==> run_1/congestion.png <==
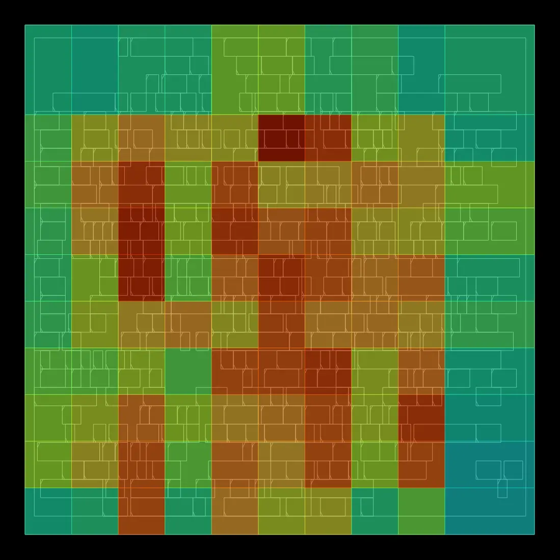
==> run_1/cell_density.png <==
Scale bar: 20 um. 8 x 8 tiles, from dark blue (low) to red (high), 0 to 100% covered.
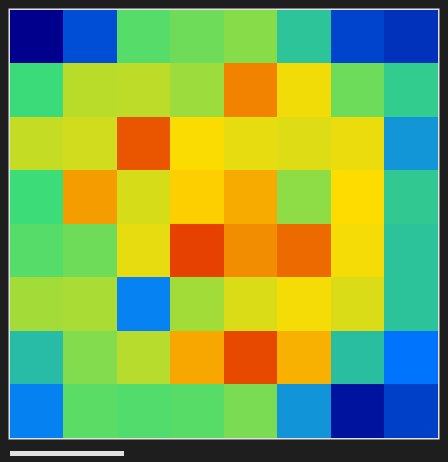
==> run_1/sizes.png <==
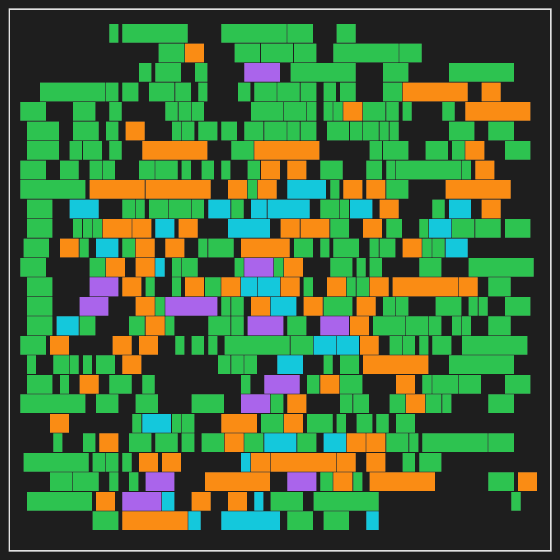
File: src/rtl/pc_stack_unit.sv
`default_nettype none
// ============================================================================
// Module      : pc_stack_unit
// Description : Program counter with increment, branch, jump, call/return.
//               All state changes on the falling clock edge. Define
//               PC_STACK_EN to build the return-address stack.
// Revision    : 1.0 - initial release
// ============================================================================
module pc_stack_unit #(
    parameter int               WIDTH        = 16,
    parameter int               TOP_BITS     = 3,
    parameter int               INC_STEP     = 2,
    parameter int               STACK_DEPTH  = 4,
    parameter logic [WIDTH-1:0] RESET_VECTOR = '0
) (
    input  logic                CLK,
    input  logic                RST_N,
    input  logic                PCWrite,
    input  logic [2:0]          PCSrc,
    input  logic [WIDTH-1:0]    Din,
    input  logic                ClearFault,
    output logic [WIDTH-1:0]    Out,
    output logic [TOP_BITS-1:0] TopOut,
    output logic                StackEmpty,
    output logic                StackFull,
    output logic                Overflow,
    output logic                Underflow
);

    localparam logic [2:0] SRC_INC    = 3'd0;
    localparam logic [2:0] SRC_BRANCH = 3'd1;
    localparam logic [2:0] SRC_JUMP   = 3'd2;
    localparam logic [2:0] SRC_JREG   = 3'd3;
    localparam logic [2:0] SRC_CALL   = 3'd4;
    localparam logic [2:0] SRC_RET    = 3'd5;

    localparam logic [WIDTH-1:0] INC_VAL = WIDTH'(INC_STEP);

    logic [WIDTH-1:0] pc_q, pc_d;
    logic             underflow_q, underflow_d;
    logic [WIDTH-1:0] w_inc;
    logic [WIDTH-1:0] w_branch;
    logic [WIDTH-1:0] w_jump;

    assign w_inc    = pc_q + INC_VAL;
    assign w_branch = pc_q + Din;
    assign w_jump   = {pc_q[WIDTH-1 -: TOP_BITS], Din[WIDTH-TOP_BITS-1:0]};

`ifdef PC_STACK_EN
    localparam int IDX_W = $clog2(STACK_DEPTH);
    localparam int PTR_W = IDX_W + 1;

    logic [PTR_W-1:0] ptr_q, ptr_d;
    logic             overflow_q, overflow_d;
    logic [WIDTH-1:0] stack_q [STACK_DEPTH];
    logic [WIDTH-1:0] stack_d [STACK_DEPTH];
    logic             w_empty;
    logic             w_full;
    logic [IDX_W-1:0] w_top_idx;

    assign w_empty   = (ptr_q == '0);
    assign w_full    = (ptr_q == PTR_W'(STACK_DEPTH));
    // Low bits wrap correctly even when ptr_q == STACK_DEPTH.
    assign w_top_idx = ptr_q[IDX_W-1:0] - IDX_W'(1);

    always_comb begin
        pc_d        = pc_q;
        ptr_d       = ptr_q;
        stack_d     = stack_q;
        overflow_d  = overflow_q & ~ClearFault;
        underflow_d = underflow_q & ~ClearFault;
        if (PCWrite) begin
            case (PCSrc)
                SRC_INC:    pc_d = w_inc;
                SRC_BRANCH: pc_d = w_branch;
                SRC_JUMP:   pc_d = w_jump;
                SRC_JREG:   pc_d = Din;
                SRC_CALL: begin
                    pc_d = w_jump;
                    if (w_full) begin
                        overflow_d = 1'b1;
                    end else begin
                        stack_d[ptr_q[IDX_W-1:0]] = w_inc;
                        ptr_d = ptr_q + PTR_W'(1);
                    end
                end
                SRC_RET: begin
                    if (w_empty) begin
                        underflow_d = 1'b1;
                    end else begin
                        pc_d  = stack_q[w_top_idx];
                        ptr_d = ptr_q - PTR_W'(1);
                    end
                end
                default:    underflow_d = 1'b1;
            endcase
        end
    end

    always_ff @(negedge CLK or negedge RST_N) begin
        if (!RST_N) begin
            ptr_q      <= '0;
            overflow_q <= 1'b0;
        end else begin
            ptr_q      <= ptr_d;
            overflow_q <= overflow_d;
        end
    end

    // Stack storage carries no reset; the pointer alone defines validity.
    always_ff @(negedge CLK) begin
        stack_q <= stack_d;
    end

    assign StackEmpty = w_empty;
    assign StackFull  = w_full;
    assign Overflow   = overflow_q;
`else
    always_comb begin
        pc_d        = pc_q;
        underflow_d = underflow_q & ~ClearFault;
        if (PCWrite) begin
            case (PCSrc)
                SRC_INC:    pc_d = w_inc;
                SRC_BRANCH: pc_d = w_branch;
                SRC_JUMP:   pc_d = w_jump;
                SRC_JREG:   pc_d = Din;
                SRC_CALL:   pc_d = w_jump;
                default:    underflow_d = 1'b1;
            endcase
        end
    end

    assign StackEmpty = 1'b1;
    assign StackFull  = 1'b0;
    assign Overflow   = 1'b0;
`endif

    always_ff @(negedge CLK or negedge RST_N) begin
        if (!RST_N) begin
            pc_q        <= RESET_VECTOR;
            underflow_q <= 1'b0;
        end else begin
            pc_q        <= pc_d;
            underflow_q <= underflow_d;
        end
    end

    assign Out       = pc_q;
    assign TopOut    = pc_q[WIDTH-1 -: TOP_BITS];
    assign Underflow = underflow_q;

endmodule
`default_nettype wire

File: config.mk
export PLATFORM = sky130hd
export DESIGN_NAME = pc_stack_unit
export DESIGN_NICKNAME = d
export VERILOG_FILES = /design/src/rtl/pc_stack_unit.sv
export SDC_FILE = /design/constraint.sdc
export NUM_CORES = 1
export LEC_CHECK = 0
export ABC_CLOCK_PERIOD_IN_PS = 4920
export CORE_UTILIZATION = 38
export DETAILED_ROUTE_END_ITERATION = 10
export SYNTH_ARGS = -nofsm -noshare
export SYNTH_HDL_FRONTEND = slang
export SYNTH_SLANG_ARGS = --single-unit
File: constraint.sdc
create_clock -name CLK -period 4.92 [get_ports CLK]
set_input_delay 0.984 -clock CLK [delete_from_list [all_inputs] [get_ports CLK]]
set_output_delay 0.984 -clock CLK [all_outputs]
set_load 0.005 [all_outputs]
==> ci_impl_report.md, run 1 <==
### Yosys + OpenROAD results

| Metric | Value |
|---|---|
| Inserted Clock Buffers | `3` |
| Final antenna-violating net count | `0` |
| Number of signal-net inverters in the final layout | `11` |
| Violated checks | `negative setup slack` |
| Signal arrival time at the worst endpoint | `about 2.8 ns` |
| Seq. cell area | `~430 um2` |
| Fill cells | `485` |
| OpenROAD warning count | `29` |
| Critical path data required time | `~2.6 ns` |
| Clock buffer count | `4` |
| Count of unique library cells instantiated by Yosys | `58` |
| Static power due to leakage | `about 1.5 nW` |
| Cell count after synthesis | `approximately 270` |
| Placed Cells incl. Taps | `about 430` |
| Hold bufs inserted after CTS | `0` |
| Seq pwr share | `between 20% and 30%` |
| Wire length of the first global-routing pass | `11200 um` |
| Post-synthesis instance area | `2040 um2` |
| Synth cell count leaders | `26 x a21oi_1, 26 x nand2_1, 26 x nor2_1` |
| Setup-violating endpoint count in the final report | `4` |
| TritonRoute pass-1 iters | `5` |
| TritonCTS clock tree | `yes` |
| Status | `finished, violations left` |
| Comb. cell area | `around 1800 um2` |
| Start point of the critical path | `Din[0]` |
| Most common flop cell mapped by yosys | `dfrtn_1` |
| Largest cell class by area | `logic gates` |
| Part of the total power dissipated in combinational logic | `between 60 and 70%` |
| Chip area estimate from yosys synthesis | `around 2000 um2` |
| Logic gate fraction of the total cell area | `about 53%` |
| Number of tap cells added at floorplan | `approximately 70` |
| Count of H-tree levels built during CTS | `1` |
| Final HPWL DP | `between 5000 and 6000 um` |
| Cell class contributing the biggest share of worst-path delay | `AND-OR/OR-AND gates` |
| Clock buffers and inverters, area share | `under 10%` |
| Seq/total area | `between 10% and 20%` |
| Post-route setup slack | `-0.239 ns` |
| Critical Path Start Type | `input port` |
| Number of logic stages on the critical path including buffering | `10` |
-- congestion.png (at the start) --
met2 usage: 43.3%
GR Util met1: 36.6%
Routed WL per cell: 16.1 um
Total GRT Usage: 26.5%

-- cell_density.png (at the start) --
1.6% of the tiles are nearly empty. 19% of the tiles are over 75% full. The mean over all tiles is 57%. The emptiest ninth of the die: lower right. The fullest tile reaches 93%. The densest ninth of the die: centre.

-- sizes.png (at the start) --
Key: cyan = _2 cells [cells 29, share 7.8%]; orange = _3 and _4 cells [cells 81, share 22%]; purple = _6 and larger [cells 12, share 3.2%]; green = _0 and _1 cells [cells 252, share 67%]
post-route setup slack: -0.239 ns
Area Growth Syn to Fin: 63.4%
final design area excluding fillers: 3340 um2

[run 1: registers in the layout (all words and copies together) (netlist names)]
signal,flops
Underflow,1
Out,16
[run 1: cells by family (layout without fill, tap and decap cells)]
kind of cell | count (synthesis) | after routing | synth area share (%)
AND-OR/OR-AND | 104 | 104 | 33.7
XOR/XNOR | 14 | 14 | 6.00
adder cells (fa/ha/maj) | 17 | 17 | 10.8
buffers and inverters | 27 | 128 | 6.18
flip-flops | 17 | 17 | 20.8
multiplexers | 4 | 4 | 2.08
other | 2 | 3 | 0.367
AND/OR/NAND/NOR | 87 | 87 | 20.1
[run 1: worst min-delay path by stage]
| stage | end | cells past startpoint | startpoint |
|---|---|---|---|
| 2_1_floorplan | Out[0] | 1 | Out[0] |
| 3_3_place_gp | Underflow | 2 | Underflow |
| 3_5_place_dp | Out[0] | 1 | Out[0] |
| 4_1_cts | Out[7] | 2 | Out[7] |
| 5_1_grt | Out[0] | 1 | Out[0] |
| 6_report | Underflow | 2 | Underflow |
[run 1: cell usage in the layout (no fill, tap or decap), types with 7 or more instances in the layout]
cell type / count
buf_6: 7
o21ai_0: 10
ha_4: 12
dfrtn_1: 17
nand3_1: 8
o21ai_1: 12
buf_4: 64
a21oi_1: 20
nor2_1: 25
clkdlybuf4s50_1: 27
nand2_1: 25
xnor2_1: 8
inv_1: 8
[run 1: layer usage]
| metal | global-route usage, % | vias to the layer above | wire [um] |
|---|---|---|---|
| met3 | 2.91 | 10 | 476 |
| met1 | 36.6 | 1181 | 3260 |
| met4 | 8.85 | 0 | 105 |
| met5 | 0 | - | 0 |
| li1 | - | 1217 | - |
| met2 | 43.3 | 109 | 3310 |
==> inputs of run 2 (changes only) <==
- CORE_MARGIN: not set -> 1
==> run_2/congestion.png <==
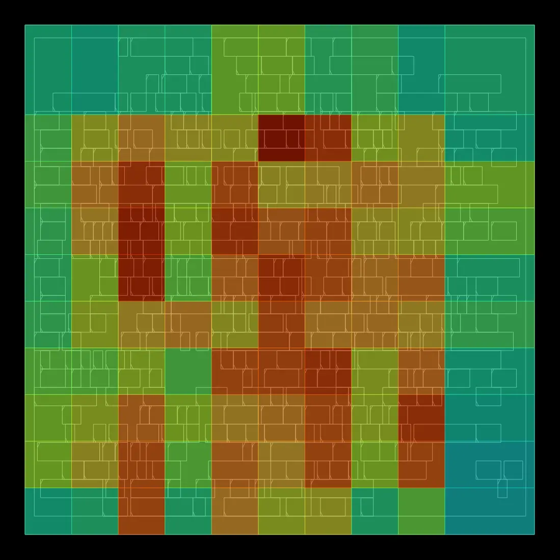
Util after Layout: 65.0%
Global Route met3 Usage: 2.91%
GRT Max-Usage Layer: met2

==> run_2/cell_density.png <==
Scale bar: 20 um. 8 x 8 tiles, from dark blue (low) to red (high), 0 to 100% covered.
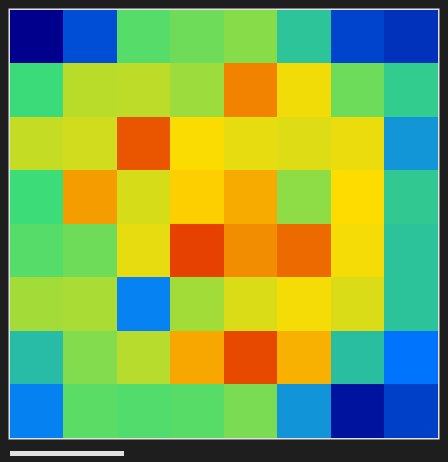
Core Area: 5140 um2
starting density of the core: 39.8%

==> run 2 against run 1 <==
The run still ends with negative setup slack left. Clock-buffer cell count unchanged. Worst hold slack is the same. Cell count is the same. Sequential share of layout area did not move. Largest power group unchanged. Critical path type unchanged. Combinational power barely moved.
==> ci_impl_report.md, run 2 <==
### Yosys + OpenROAD results

| Metric | Value |
|---|---|
| Status | `finished, violations left` |
| Violated checks | `negative setup slack` |
| Final HPWL DP | `roughly 5200 um` |
| Start point of the worst hold path | `Underflow` |
| OpenROAD warning count | `29` |
| Total GRT Usage | `a little over a quarter` |
| Setup-violating endpoint count in the final report | `4` |
| Routed wire length on met3 | `approximately 480 um` |
| Placed Cells incl. Taps | `approximately 430` |
| End point of the worst hold path | `Underflow` |
| Post-route setup slack | `-0.239 ns` |
| Metal2 WL | `between 3000 and 4000 um` |
| Most common flop cell mapped by yosys | `dfrtn_1` |
| Cell depth of the worst hold path | `2` |
| Static power due to leakage | `between 1 and 1.5 nW` |
| Part of the total power dissipated in combinational logic | `68.0%` |
| Cell count after synthesis | `~270` |
| Critical path data required time | `about 2.6 ns` |
| Seq pwr share | `20.9%` |
| Highest-count logic cell in the final layout | `buf_4` |
| Met1 Wirelength | `approximately 3300 um` |
| Count of unique library cells instantiated by Yosys | `between 50 and 60` |
| Area Growth Syn to Fin | `63.4%` |
| Flip-flop count of the largest register, all copies and words added | `16` |
| Final antenna-violating net count | `0` |
| TritonCTS clock tree | `yes` |
| TritonRoute pass-1 iters | `5` |
| Post-synthesis instance area | `a little over 2000 um2` |
| Synth cell count leaders | `26 x a21oi_1, 26 x nand2_1, 26 x nor2_1` |
[run 2: routing by layer]
metal | GRT usage [%] | up-vias
li1 | - | 1217
met1 | 36.6 | 1181
met2 | 43.3 | 109
met3 | 2.91 | 10
met4 | 8.85 | 0
met5 | 0 | -
[run 2: final cells by class]
cell class / instances / area (um2)
fill: 485 / 1800
inverter: 11 / 41.3
sequential: 17 / 425
timing repair buffer: 113 / 981
multi-input combinational: 229 / 1760
tap: 70 / 87.6
clock buffer: 4 / 45.0
[run 2: how the worst max path moves through the flow]
stage          endpoint  cells past startpoint
3_3_place_gp     Out[8]                     10
4_1_cts         Out[12]                     10
5_1_grt          Out[8]                     10
2_1_floorplan    Out[8]                      9
3_5_place_dp     Out[8]                     10
6_report         Out[8]                     10
[run 2: stage by stage]
stage	hold slack [ns]	total power, W	cell area (um2)
after global routing	0.578	0.00114	3340
final	0.539	0.00106	3340
after floorplan	0.517	0.000557	2090
after global placement	0.531	0.000819	2980
after detailed placement	0.533	0.000827	2980
after CTS	0.541	0.00100	3180
[run 2: repair_timing]
| item | CTS | global route |
|---|---|---|
| resized | 46 | 29 |
| pin swaps | 18 | 21 |
| endpoints found under the setup margin | 15 | 14 |
| setup buffers | 2 | 7 |
[run 2: cells by family after synthesis]
| group | Yosys count | share of synthesized area (%) |
|---|---|---|
| AND/OR/NAND/NOR | 87 | 20.1 |
| other | 2 | 0.367 |
| AND-OR/OR-AND | 104 | 33.7 |
| adder cells (fa/ha/maj) | 17 | 10.8 |
| XOR/XNOR | 14 | 6.00 |
| flip-flops | 17 | 20.8 |
| buffers and inverters | 27 | 6.18 |
| multiplexers | 4 | 2.08 |
[run 2: worst min-delay path, delay by kind of cell, from the launching register on]
kind            cells  cell delay (ns)
flops               1             0.41
compound gates      1             0.16
buf+inv             1             0.04
Power figures rest on the tool's default switching activity, not on a simulated workload.
